===== config.mk =====
export PLATFORM = sky130hd
export DESIGN_NAME = axi_burst_sched_flat
export DESIGN_NICKNAME = d
export VERILOG_FILES = /design/src/rtl/axi_burst_sched_pkg.sv /design/src/rtl/axi_burst_sched_if.sv /design/src/rtl/axi_burst_len_calc.sv /design/src/rtl/axi_burst_sched.sv /design/src/flat_wrapper.sv
export SDC_FILE = /design/constraint.sdc
export NUM_CORES = 1
export LEC_CHECK = 0
export CAP_MARGIN = 20
export CORE_MARGIN = 5
export CORE_UTILIZATION = 29
export DETAILED_ROUTE_END_ITERATION = 10
export GPL_TIMING_DRIVEN = 0
export PLACE_DENSITY_LB_ADDON = 0.05
export SLEW_MARGIN = 40
export SYNTH_ARGS = -nofsm -noshare
export SYNTH_HDL_FRONTEND = slang
export SYNTH_SLANG_ARGS = --single-unit

===== constraint.sdc =====
create_clock -name clk -period 6.2 [get_ports clk]
set_input_delay 1.86 -clock clk [delete_from_list [all_inputs] [get_ports clk]]
set_output_delay 1.86 -clock clk [all_outputs]
set_load 0.05 [all_outputs]

===== src/rtl/axi_burst_sched_pkg.sv =====
// Shared definitions for the AXI burst scheduler: default burst-length width,
// 4 KB boundary width, FSM state encoding and a small elaboration helper.
package axi_burst_sched_pkg;

  localparam int AXI_LEN_W_DEF = 8;
  localparam int BOUND_4K_W    = 12;

  typedef enum logic [2:0] {
    ST_IDLE,
    ST_ISSUE,
    ST_LAUNCH,
    ST_WAIT,
    ST_FIN
  } state_e;

  function automatic int max_int(input int a, input int b);
    return (a > b) ? a : b;
  endfunction

endpackage


===== src/rtl/axi_burst_sched_if.sv =====
// Scheduler-to-burst-engine link: run/addr/len/dir out, ready/error back.
interface axi_burst_sched_if
  import axi_burst_sched_pkg::*;
#(
  parameter int ADDR_W    = 32,
  parameter int AXI_LEN_W = AXI_LEN_W_DEF
);

  logic                 eng_run;
  logic                 eng_dir;
  logic [ADDR_W-1:0]    eng_addr;
  logic [AXI_LEN_W-1:0] eng_len;
  logic                 eng_ready;
  logic                 eng_error;

  modport master (
    output eng_run, eng_dir, eng_addr, eng_len,
    input  eng_ready, eng_error
  );

  modport slave (
    input  eng_run, eng_dir, eng_addr, eng_len,
    output eng_ready, eng_error
  );

endinterface


===== src/rtl/axi_burst_len_calc.sv =====
// Combinational burst sizing: min(remaining, 2^AXI_LEN_W, beats left in the
// current 4 KB page). Only the in-page address bits are needed.
module axi_burst_len_calc
  import axi_burst_sched_pkg::*;
#(
  parameter int DATA_W    = 32,
  parameter int AXI_LEN_W = AXI_LEN_W_DEF,
  parameter int CNT_W     = 16
) (
  input  logic [BOUND_4K_W-1:0] addr_lo,
  input  logic [CNT_W-1:0]      remaining,
  output logic [AXI_LEN_W:0]    burst,
  output logic [AXI_LEN_W-1:0]  eng_len
);

  localparam int OFF_W = $clog2(DATA_W / 8);
  localparam int B4K_W = BOUND_4K_W + 1;
  localparam int CW    = max_int(max_int(CNT_W, B4K_W), AXI_LEN_W + 1);

  logic [B4K_W-1:0] span_bytes;
  logic [B4K_W-1:0] beats4k;
  logic [CW-1:0]    rem_w;
  logic [CW-1:0]    max_w;
  logic [CW-1:0]    b4k_w;
  logic [CW-1:0]    burst_w;

  always_comb begin
    // A page-aligned address yields the full 4096-byte span.
    span_bytes = B4K_W'(1 << BOUND_4K_W) - {1'b0, addr_lo};
    beats4k    = span_bytes >> OFF_W;
    rem_w      = CW'(remaining);
    max_w      = CW'(1) << AXI_LEN_W;
    b4k_w      = CW'(beats4k);
    burst_w    = rem_w;
    if (max_w < burst_w) burst_w = max_w;
    if (b4k_w < burst_w) burst_w = b4k_w;
    burst   = (AXI_LEN_W + 1)'(burst_w);
    eng_len = AXI_LEN_W'(burst_w - CW'(1));
  end

endmodule


===== src/rtl/axi_burst_sched.sv =====
// Splits one multi-word transfer into legal AXI4 INCR bursts and sequences the
// engine. Optional macro AXI_BURST_SCHED_ABORT_ON_ERR_EN stops at first error.
module axi_burst_sched
  import axi_burst_sched_pkg::*;
#(
  parameter int ADDR_W    = 32,
  parameter int DATA_W    = 32,
  parameter int AXI_LEN_W = AXI_LEN_W_DEF,
  parameter int CNT_W     = 16
) (
  input  logic               clk,
  input  logic               rst,
  input  logic               start,
  input  logic               dir,
  input  logic [ADDR_W-1:0]  addr,
  input  logic [CNT_W-1:0]   nwords,
  output logic               busy,
  output logic               done,
  output logic               error,
  axi_burst_sched_if.master  eng
);

  localparam int                OFF_W      = $clog2(DATA_W / 8);
  localparam logic [ADDR_W-1:0] ALIGN_MASK = ~ADDR_W'(DATA_W / 8 - 1);

  state_e               state_q, state_d;
  logic [ADDR_W-1:0]    addr_q, addr_d;
  logic [CNT_W-1:0]     rem_q, rem_d;
  logic                 busy_q, busy_d;
  logic                 done_q, done_d;
  logic                 error_q, error_d;
  logic                 eng_run_q, eng_run_d;
  logic                 eng_dir_q, eng_dir_d;
  logic [ADDR_W-1:0]    eng_addr_q, eng_addr_d;
  logic [AXI_LEN_W-1:0] eng_len_q, eng_len_d;

  logic [AXI_LEN_W:0]   burst;
  logic [AXI_LEN_W-1:0] calc_len;

  axi_burst_len_calc #(
    .DATA_W    (DATA_W),
    .AXI_LEN_W (AXI_LEN_W),
    .CNT_W     (CNT_W)
  ) u_len_calc (
    .addr_lo   (addr_q[BOUND_4K_W-1:0]),
    .remaining (rem_q),
    .burst     (burst),
    .eng_len   (calc_len)
  );

  always_comb begin
    // NOTE: every _d gets its hold value first so no path can infer a latch.
    state_d    = state_q;
    addr_d     = addr_q;
    rem_d      = rem_q;
    busy_d     = busy_q;
    done_d     = 1'b0;
    error_d    = error_q;
    eng_run_d  = 1'b0;
    eng_dir_d  = eng_dir_q;
    eng_addr_d = eng_addr_q;
    eng_len_d  = eng_len_q;

    unique case (state_q)
      ST_IDLE: begin
        if (start) begin
          addr_d    = addr & ALIGN_MASK;
          rem_d     = nwords;
          eng_dir_d = dir;
          error_d   = 1'b0;
          busy_d    = 1'b1;
          state_d   = (nwords == '0) ? ST_FIN : ST_ISSUE;
        end
      end
      ST_ISSUE: begin
        if (eng.eng_ready) begin
          eng_run_d  = 1'b1;
          eng_addr_d = addr_q;
          eng_len_d  = calc_len;
          // Address wraps modulo 2^ADDR_W; burst never exceeds rem_q.
          addr_d     = addr_q + (ADDR_W'(burst) << OFF_W);
          rem_d      = rem_q - CNT_W'(burst);
          state_d    = ST_LAUNCH;
        end
      end
      ST_LAUNCH: state_d = ST_WAIT;
      ST_WAIT: begin
        if (eng.eng_ready) begin
          error_d = error_q | eng.eng_error;
`ifdef AXI_BURST_SCHED_ABORT_ON_ERR_EN
          state_d = ((rem_q == '0) || eng.eng_error) ? ST_FIN : ST_ISSUE;
`else
          state_d = (rem_q == '0) ? ST_FIN : ST_ISSUE;
`endif
        end
      end
      ST_FIN: begin
        done_d  = 1'b1;
        busy_d  = 1'b0;
        state_d = ST_IDLE;
      end
      default: state_d = ST_IDLE;
    endcase
  end

  always_ff @(posedge clk or posedge rst) begin
    if (rst) begin
      state_q    <= ST_IDLE;
      addr_q     <= '0;
      rem_q      <= '0;
      busy_q     <= 1'b0;
      done_q     <= 1'b0;
      error_q    <= 1'b0;
      eng_run_q  <= 1'b0;
      eng_dir_q  <= 1'b0;
      eng_addr_q <= '0;
      eng_len_q  <= '0;
    end else begin
      // NOTE: non-blocking only; blocking here would race every reader of these flops.
      state_q    <= state_d;
      addr_q     <= addr_d;
      rem_q      <= rem_d;
      busy_q     <= busy_d;
      done_q     <= done_d;
      error_q    <= error_d;
      eng_run_q  <= eng_run_d;
      eng_dir_q  <= eng_dir_d;
      eng_addr_q <= eng_addr_d;
      eng_len_q  <= eng_len_d;
    end
  end

  assign busy         = busy_q;
  assign done         = done_q;
  assign error        = error_q;
  assign eng.eng_run  = eng_run_q;
  assign eng.eng_dir  = eng_dir_q;
  assign eng.eng_addr = eng_addr_q;
  assign eng.eng_len  = eng_len_q;

endmodule

===== src/flat_wrapper.sv =====
// flat-port wrapper written by rule: the top's interface ports become plain ports
module axi_burst_sched_flat import axi_burst_sched_pkg::*;
#(
  parameter int ADDR_W    = 32,
  parameter int DATA_W    = 32,
  parameter int AXI_LEN_W = AXI_LEN_W_DEF,
  parameter int CNT_W     = 16
)
  (clk, rst, start, dir, addr, nwords, busy, done, error, eng_eng_run, eng_eng_dir, eng_eng_addr, eng_eng_len, eng_eng_ready, eng_eng_error);
  axi_burst_sched_if #(.ADDR_W(ADDR_W), .AXI_LEN_W(AXI_LEN_W)) eng_i ();
  input  logic clk;
  input  logic rst;
  input  logic start;
  input  logic dir;
  input  logic [ADDR_W-1:0] addr;
  input  logic [CNT_W-1:0] nwords;
  output logic busy;
  output logic done;
  output logic error;
  output wire logic [$bits(eng_i.eng_run)-1:0] eng_eng_run;
  output wire logic [$bits(eng_i.eng_dir)-1:0] eng_eng_dir;
  output wire logic [$bits(eng_i.eng_addr)-1:0] eng_eng_addr;
  output wire logic [$bits(eng_i.eng_len)-1:0] eng_eng_len;
  input wire logic [$bits(eng_i.eng_ready)-1:0] eng_eng_ready;
  input wire logic [$bits(eng_i.eng_error)-1:0] eng_eng_error;
  assign eng_eng_run = eng_i.eng_run;
  assign eng_eng_dir = eng_i.eng_dir;
  assign eng_eng_addr = eng_i.eng_addr;
  assign eng_eng_len = eng_i.eng_len;
  assign eng_i.eng_ready = eng_eng_ready;
  assign eng_i.eng_error = eng_eng_error;
  axi_burst_sched #(.ADDR_W(ADDR_W), .DATA_W(DATA_W), .AXI_LEN_W(AXI_LEN_W), .CNT_W(CNT_W)) u_core (.clk(clk), .rst(rst), .start(start), .dir(dir), .addr(addr), .nwords(nwords), .busy(busy), .done(done), .error(error), .eng(eng_i));
endmodule

Port wiring:
Scale bar: 50 µm.
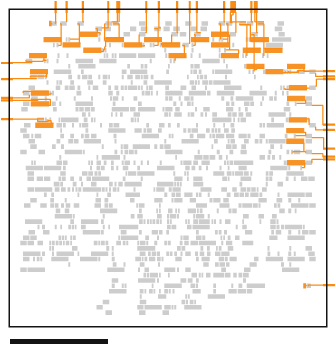
colour	port	direction	end cells	buffers	wire
orange	eng_eng_addr	output	32	32	746 µm

Routing congestion:
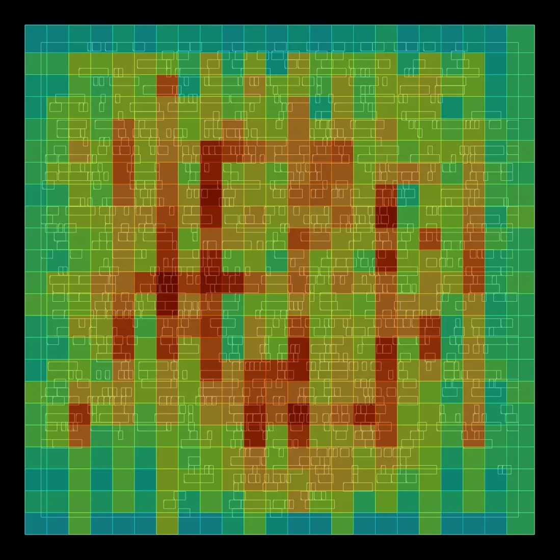
Tot GR Track Use: 20.26%
met1 Use GR: 29.42%

==> results_dict.tcl <==
# flow metrics
set metrics [dict create \
    status "complete, no violations" \
    crit_type "register to register" \
    pre_cts_ws_ns -1.400 \
    grt_pass1_vias 6866 \
    setup_viol 0 \
    worst_pin_slew_ns 0.9282 \
    hold_path_class "register to register" \
    holdBufCountCts 0 \
    path_max_fanout 10 \
    synth.cell_area_um2 6573 \
    yosysWarnings 0 \
    ctsResizeCount 19 \
    period_used_pct 95.32 \
    die_w_um 160.5 \
    lay_top_count "nand2_1" \
    fp.dieH_um 160.5 \
    async_flop_share_pct 100.0 \
    antenna_left 0 \
    drc 0 \
    post_drt_wl_per_cell_um 20.93 \
    antenna_found_initial 0 \
    dpl_cell_area_um2 7913 \
    syn-instance-count 836 \
    slew_headroom_pct 38.12 \
    drtIter0Drc 492 \
    routabilityCongestion 0.9129 \
    clock_skew_ns 0.006866 \
    vias_per_cell 5.531 \
    fin_crit_ns 5.910 \
    yosysUniqueCellTypes 84 \
    final_cell_area_um2 8456 \
    yosys_area_um2 6573 \
    drt-pass1-iter-count 5 \
    clockBufferDepth 2 \
    ys.flop_type "dfrtp_1" \
    fmax_mhz 169.2 \
    critPathSlowestCell "or4_1" \
    slowest_delay_ns 0.64 \
    maxUsedRoutingLayer "met4" \
    grt_setup_unrepaired "no" \
    io_buffers 94 \
    edf_count 0 \
    core_um2 22500 \
    clockRootBuffer "clkbuf_16" \
    drive_gt1_share_pct 8.768 \
]
==> area by class of cell <==
cell class | count | area [µm²]
plain buffers | 57 | 260.3
clock buffers | 10 | 239.0
clock inverters | 6 | 60.06
fillers | 2388 | 14050
inverters | 28 | 112.6
multi-input cells | 656 | 4049
flip-flops and latches | 92 | 2305
well taps | 285 | 356.6
repair buffers | 109 | 1074
==> stage by stage <==
stage                     hold WS, ns  utilization, %  setup TNS [ns]
final                          0.4787           37.58               0
after global routing           0.5042           37.58               0
after CTS                      0.4869           37.18               0
after detailed placement       0.4622           35.16          -37.90
after global placement         0.4648           35.01          -41.58
after floorplan                0.4573               -               0
==> cell usage after synthesis, types with 6 or more instances <==
cell type  count  area, µm²
a211oi_1      17      127.6
a21oi_1       34      170.2
a31oi_1       16      100.1
and3_1        13      81.33
and4_1         6      52.55
buf_1          7      26.28
clkbuf_1      45      168.9
dfrtp_1       92       2302
ha_1          22      275.3
inv_1         28      105.1
nand2_1      168      630.6
nand3_1       29      145.1
nand4_1       14      87.58
nor2_1        65      244.0
nor3_1        30      150.1
nor3b_1        6      45.04
nor4_1        15      93.84
o211ai_1       8      60.06
o21ai_0       53      265.3
o22ai_1        9      56.30
o31ai_1        7      52.55
or3_1         14      87.58
xnor2_1       17      148.9
xor2_1         8      70.07
==> worst paths after layout <==
| check | start | endpoint | slack [ns] | depth (start not counted) |
|---|---|---|---|---|
| worst max-delay path | u_core.addr_q[3]$_DFFE_PP0P_ | u_core.addr_q[24]$_DFFE_PP0P_ | 0.29 | 24 |
| worst min-delay path | u_core.eng.eng_len[5]$_DFFE_PP0P_ | u_core.eng.eng_len[5]$_DFFE_PP0P_ | 0.48 | 2 |
| worst max register to register | u_core.addr_q[3]$_DFFE_PP0P_ | u_core.addr_q[24]$_DFFE_PP0P_ | 0.29 | 24 |
| worst min register to register | u_core.eng.eng_len[5]$_DFFE_PP0P_ | u_core.eng.eng_len[5]$_DFFE_PP0P_ | 0.48 | 2 |
| max in group asynchronous | rst | u_core.rem_q[10]$_DFFE_PP0P_ | 3.72 | 3 |
| min in group asynchronous | rst | u_core.eng.eng_addr[14]$_DFFE_PP0P_ | 1.84 | 2 |
==> per-layer routing <==
metal,track usage (%),vias to the layer above
li1,-,3258
met1,29.42,3349
met2,31.18,231
met3,3.439,37
met4,5.319,0
met5,0,-
==> flip-flops by register name, indices dropped and copies added, names as in the netlist, 3 cells and up <==
signal and count:
u_core.rem_q 16, u_core.addr_q 30, u_core.eng.eng_addr 30, u_core.state_q 3
u_core.eng.eng_len 8
==> cell families after synthesis <==
kind of cell,Yosys count,share of synthesized area [%]
xor gates and xnor gates,25,3.331
DFF,92,35.03
buffers and inverters,90,5.787
adders and majority gates,27,4.950
other,2,0.1143
muxes,2,0.3046
and+or+nand+nor,386,27.97
AOI/OAI and AO/OA,212,22.52
==> worst max-delay path: cells and delay by family (launching register included) <==
family	cells	cell delay [ns]
AND/OR/NAND/NOR	6	1.78
AND-OR/OR-AND	7	1.57
buffers and inverters	7	1.07
flip-flops	1	0.54
adder cells (fa/ha/maj)	2	0.50
XOR/XNOR	2	0.35
